layer_met2.png
Drawn at 4 px/µm.
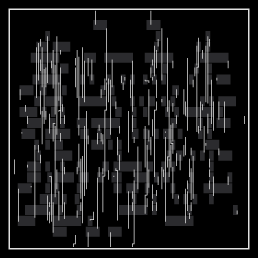
logic_types.png
Drawn at 8 px/µm.
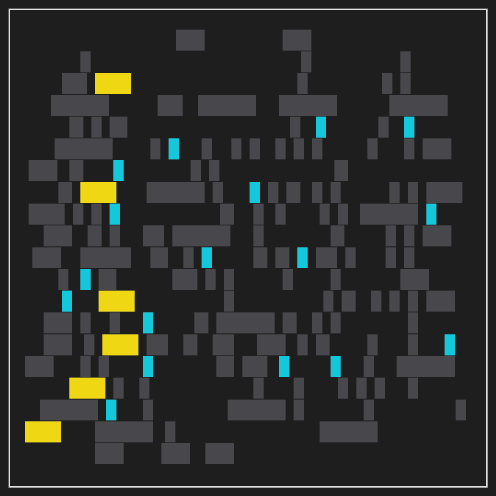
congestion.png
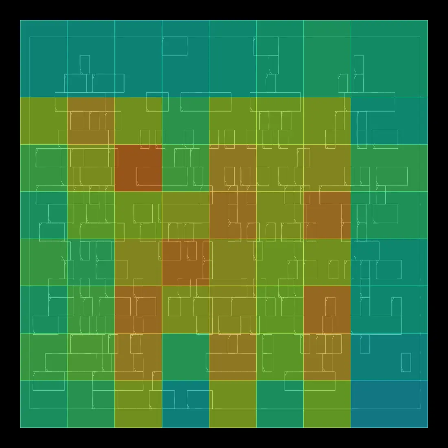
sizes.png
Drawn at 8 px/µm.
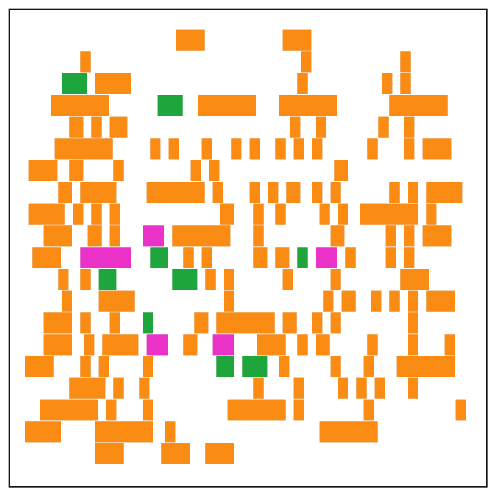
[config.mk]
export PLATFORM = sky130hd
export DESIGN_NAME = hamming_shift_feeder
export DESIGN_NICKNAME = d
export VERILOG_FILES = /design/src/rtl/hamming_pkg.sv /design/src/rtl/hamming_shift_feeder.sv
export SDC_FILE = /design/constraint.sdc
export NUM_CORES = 1
export LEC_CHECK = 0
export ABC_AREA = 1
export ABC_CLOCK_PERIOD_IN_PS = 2400
export CAP_MARGIN = 20
export CELL_PAD_IN_SITES_DETAIL_PLACEMENT = 1
export CELL_PAD_IN_SITES_GLOBAL_PLACEMENT = 2
export CORE_UTILIZATION = 27
export CTS_CLUSTER_SIZE = 16
export DETAILED_ROUTE_END_ITERATION = 8
export MAX_ROUTING_LAYER = met4
export PLACE_DENSITY = 0.89
export SYNTH_ARGS = -nofsm -noshare
export SYNTH_HDL_FRONTEND = slang
export SYNTH_SLANG_ARGS = --single-unit
[constraint.sdc]
create_clock -name clk -period 2.4 [get_ports clk]
set_input_delay 0.48 -clock clk [delete_from_list [all_inputs] [get_ports clk]]
set_output_delay 0.48 -clock clk [all_outputs]
set_load 0.02 [all_outputs]
[src/rtl/hamming_pkg.sv]
// Shared definitions for the Hamming-protected shift register stage and its feeders.
//   feeder_state_t : feeder FSM encoding (IDLE, SHIFT, DONE)
//   MODE_*         : mode encodings understood by the downstream register
package hamming_pkg;

  typedef enum logic [1:0] {
    IDLE  = 2'd0,
    SHIFT = 2'd1,
    DONE  = 2'd2
  } feeder_state_t;

  localparam logic [1:0] MODE_SISO_R = 2'b00;
  localparam logic [1:0] MODE_SISO_L = 2'b01;
  localparam logic [1:0] MODE_PISO   = 2'b10;
  localparam logic [1:0] MODE_PIPO   = 2'b11;

endpackage

[src/rtl/hamming_shift_feeder.sv]
// Accepts parallel words over valid/ready and streams them bit-serially into
// the Hamming shift register, then releases enable so the register holds the word.
// Ports:
//   clk, rst        : clock, synchronous active-high reset
//   in_valid/ready  : upstream handshake; in_data/in_dir captured on acceptance
//   pause           : freezes shifting while high (SHIFT only)
//   serial_in       : bit presented to the register's serial input
//   shift_en, mode  : register enable and mode (SISO right / SISO left)
//   busy            : high in SHIFT or DONE
//   word_done       : one-cycle pulse once the word is resident downstream
module hamming_shift_feeder
  import hamming_pkg::*;
#(
  parameter int unsigned width = 8
) (
  input  logic             clk,
  input  logic             rst,
  input  logic             in_valid,
  output logic             in_ready,
  input  logic [width-1:0] in_data,
  input  logic             in_dir,
  input  logic             pause,
  output logic             serial_in,
  output logic             shift_en,
  output logic [1:0]       mode,
  output logic             busy,
  output logic             word_done
);

  localparam int unsigned CNT_W = $clog2(width);

  feeder_state_t    state_q, state_d;
  logic [CNT_W-1:0] cnt_q, cnt_d;
  logic [width-1:0] buf_q, buf_d;
  logic             dir_q, dir_d;

  // State and datapath registers
  always_ff @(posedge clk) begin
    if (rst) begin
      state_q <= IDLE;
      cnt_q   <= '0;
      buf_q   <= '0;
      dir_q   <= 1'b0;
    end else begin
      state_q <= state_d;
      cnt_q   <= cnt_d;
      buf_q   <= buf_d;
      dir_q   <= dir_d;
    end
  end

  // Next-state logic; the buffer rotates toward the end being sent so the
  // next bit is always at a fixed position.
  always_comb begin
    state_d = state_q;
    cnt_d   = cnt_q;
    buf_d   = buf_q;
    dir_d   = dir_q;
    case (state_q)
      IDLE: begin
        if (in_valid) begin
          buf_d   = in_data;
          dir_d   = in_dir;
          cnt_d   = '0;
          state_d = SHIFT;
        end
      end
      SHIFT: begin
        if (!pause) begin
          buf_d = dir_q ? {buf_q[width-2:0], buf_q[width-1]}
                        : {buf_q[0], buf_q[width-1:1]};
          cnt_d = cnt_q + CNT_W'(1);
          if (cnt_q == CNT_W'(width - 1)) begin
            state_d = DONE;
          end
        end
      end
      DONE:    state_d = IDLE;
      default: state_d = IDLE;
    endcase
  end

  // Outputs decode the state register; shift_en must follow pause in the same
  // cycle so the register and this buffer advance on exactly the same edges.
  assign in_ready  = (state_q == IDLE);
  assign busy      = (state_q == SHIFT) || (state_q == DONE);
  assign word_done = (state_q == DONE);
  assign shift_en  = (state_q == SHIFT) && !pause;
  assign serial_in = (state_q == SHIFT) && (dir_q ? buf_q[width-1] : buf_q[0]);
  assign mode      = dir_q ? MODE_SISO_L : MODE_SISO_R;

endmodule

==> flow_summary_export.csv <==
group,metric,value,unit
final_layout,final.signal_buffer_count,19,
pwr,combinational_power,924,µW
pwr,totalPowerFinal,1450,µW
worst_hold_path,timing.hold.worst_path_depth,2,
worst_setup_path,critical_path_buf_inv_count,2,
clock_network,clock_sinks,14,
floorplan,die_h,59.5,µm
floorplan,coreArea,0.00310,mm²
final_layout,bufAreaShareNonClock,17.1,%
final_layout,area_share_clock_buf_inv,2.00,%
detailed_routing,ant_nets,0,
pwr,top_power_group,"combinational cells",
global_route,grtUsageMet1,17.2,%
worst_setup_path,crit_slowest_cell,"clkdlybuf4s50_1",
logic_synthesis,post_synth_num_cell_types,19,
logic_synthesis,ff_type,"dfxtp_1",
worst_hold_path,hold_path_class,"register to register",
pwr,seq_power_share,26.3,%
timing,final-setup-viol-count,0,
final_layout,fraction_of_layout_cells_with_a_size_suffix_above_1,8.86,%
timing,totalNegativeSetupSlack,0,ns
logic_synthesis,post_synth_most_frequent_cells,"nand2_1 (55), nor2_1 (19), inv_1 (15)",
worst_setup_path,critPathArrivalTime,1.64,ns
logic_synthesis,syn-mean-instance-area,6.29,µm²
final_layout,fin_nets,179,
worst_setup_path,ff2ff_path_depth,8,
worst_hold_path,worst_hold_startpoint,"cnt_q[1]",
logic_synthesis,synth-xor-area-share,0,%
clock_network,clk_path_buf_depth,2,
logic_synthesis,ys_cells,142,
logic_synthesis,post_synth_ao_oa_area_fraction,6.16,%
worst_setup_path,cp_top_family,"buffers and inverters",
final_layout,comb.multi_input.count,105,
global_route,grt_first_pass_wirelength,3.85,mm
final_layout,seq_area_share,24.9,%
logic_synthesis,postSynthNetCount,161,
timing,finalWorstPathRequiredPeriod,2.12,ns
logic_synthesis,yosysTopAreaCell,"dfxtp_1",
detailed_routing,post_drt_via_cell_ratio,4.46,
detailed_routing,top_layer,"met4",
clock_network,clkTransAtPathRegs,0.09,ns
floorplan,initCoreUtil,28.8,%
floorplan,io_pins,20,
final_layout,largest_cell_class,"logic gates",
floorplan,n_tap_cell,44,
logic_synthesis,yosysSeqAreaShare,31.4,%
clock_network,cts-hold-fix-buffers,0,
flow_run,drv_cap,0,
worst_setup_path,crit_path_max_fanout,3,
clock_network,clkLatencyLatePin,0.29,ns
placed_design,buffer_ports.inserted,18,
worst_setup_path,endpoint_kind,"output port",
placed_design,dpl.cell_count,199,
timing,maxSlewViolCount,0,
pwr,pg_seq,380,µW
final_layout,diodes,0,
detailed_routing,detailedRoute.firstPassIterationCount,2,
final_layout,ff_latch_area,280,µm²
placed_design,setup_ws_pre_cts,0.215,ns
run_status,run_status,"complete, no violations",
floorplan,std_cell_rows,20,
worst_setup_path,crit_path_max_incr_delay,0.59,ns
pwr,netSwitchingFraction,49.6,%
global_route,first_global_vias,864,
clock_network,postCtsResizedCells,0,
worst_setup_path,criticalPathCategory,"register to output port",
worst_setup_path,regToRegStartpoint,"state_q[1]",
logic_synthesis,yosys-dominant-comb-family,"simple AND/OR/NAND/NOR gates",
flow_run,total_number_of_warnings_across_the_stage_logs,29,
final_layout,final_layout_top_logic_cells,"nand2_1 (55), nor2_1 (19), clkdlybuf4s50_1 (16)",
timing,max_freq,473,MHz
clock_network,post-cts-setup-buffers,0,
worst_hold_path,worst_hold_path_endpoint,"cnt_q[1]",
detailed_routing,routed-wl-met2,1.10,mm
final_layout,nFillCells,422,
clock_network,cts-htree-levels,1,
pwr,p_switching,718,µW
pwr,power.combinational.fraction,63.9,%
logic_synthesis,mappedNetlistArea,893,µm²
detailed_routing,drt_first_iter_violations,29,
logic_synthesis,simple_gate_portion_of_the_synthesized_area,42.0,%
logic_synthesis,ys_async_sr_fraction,0,%
placed_design,gp_congestion,0.725,
final_layout,top_flop_regs,"buf_q (8), cnt_q (3), state_q (2)",
About layer_met2.png:
- wire length on this layer: 1100 µm
- main direction: vertical
- longest straight run: 24.5 µm
total via count in the routed design: 901
wirelength, routed: 2.27 mm

About logic_types.png:
- inv cells: cyan (cells 17; most used inv_1)
- fa/ha/maj cells: yellow (cells 6; most used ha_1)
top logic cell by instance count in the layout: nand2_1
post-route non-filler standard cell count: 202
fraction of standard cell area in multi-input logic: 45.3%

About congestion.png:
Util after Layout: 36.2%
global-route usage over all layers: 15.5%
layer with the highest usage after global routing: met2
met2 usage in global routing: 26.6%

About sizes.png:
- _3 and _4 cells: magenta (cells 5; share 3.2%; most used clkbuf_4)
- _0 and _1 cells: orange (cells 144; share 91%; most used nand2_1)
- _2 cells: green (cells 9; share 5.7%; most used a21oi_2)
Area Growth Syn to Fin: 25.8%
worst setup slack after layout: 0.285 ns

No activity file was given, so power comes from the tool's default toggle rates.
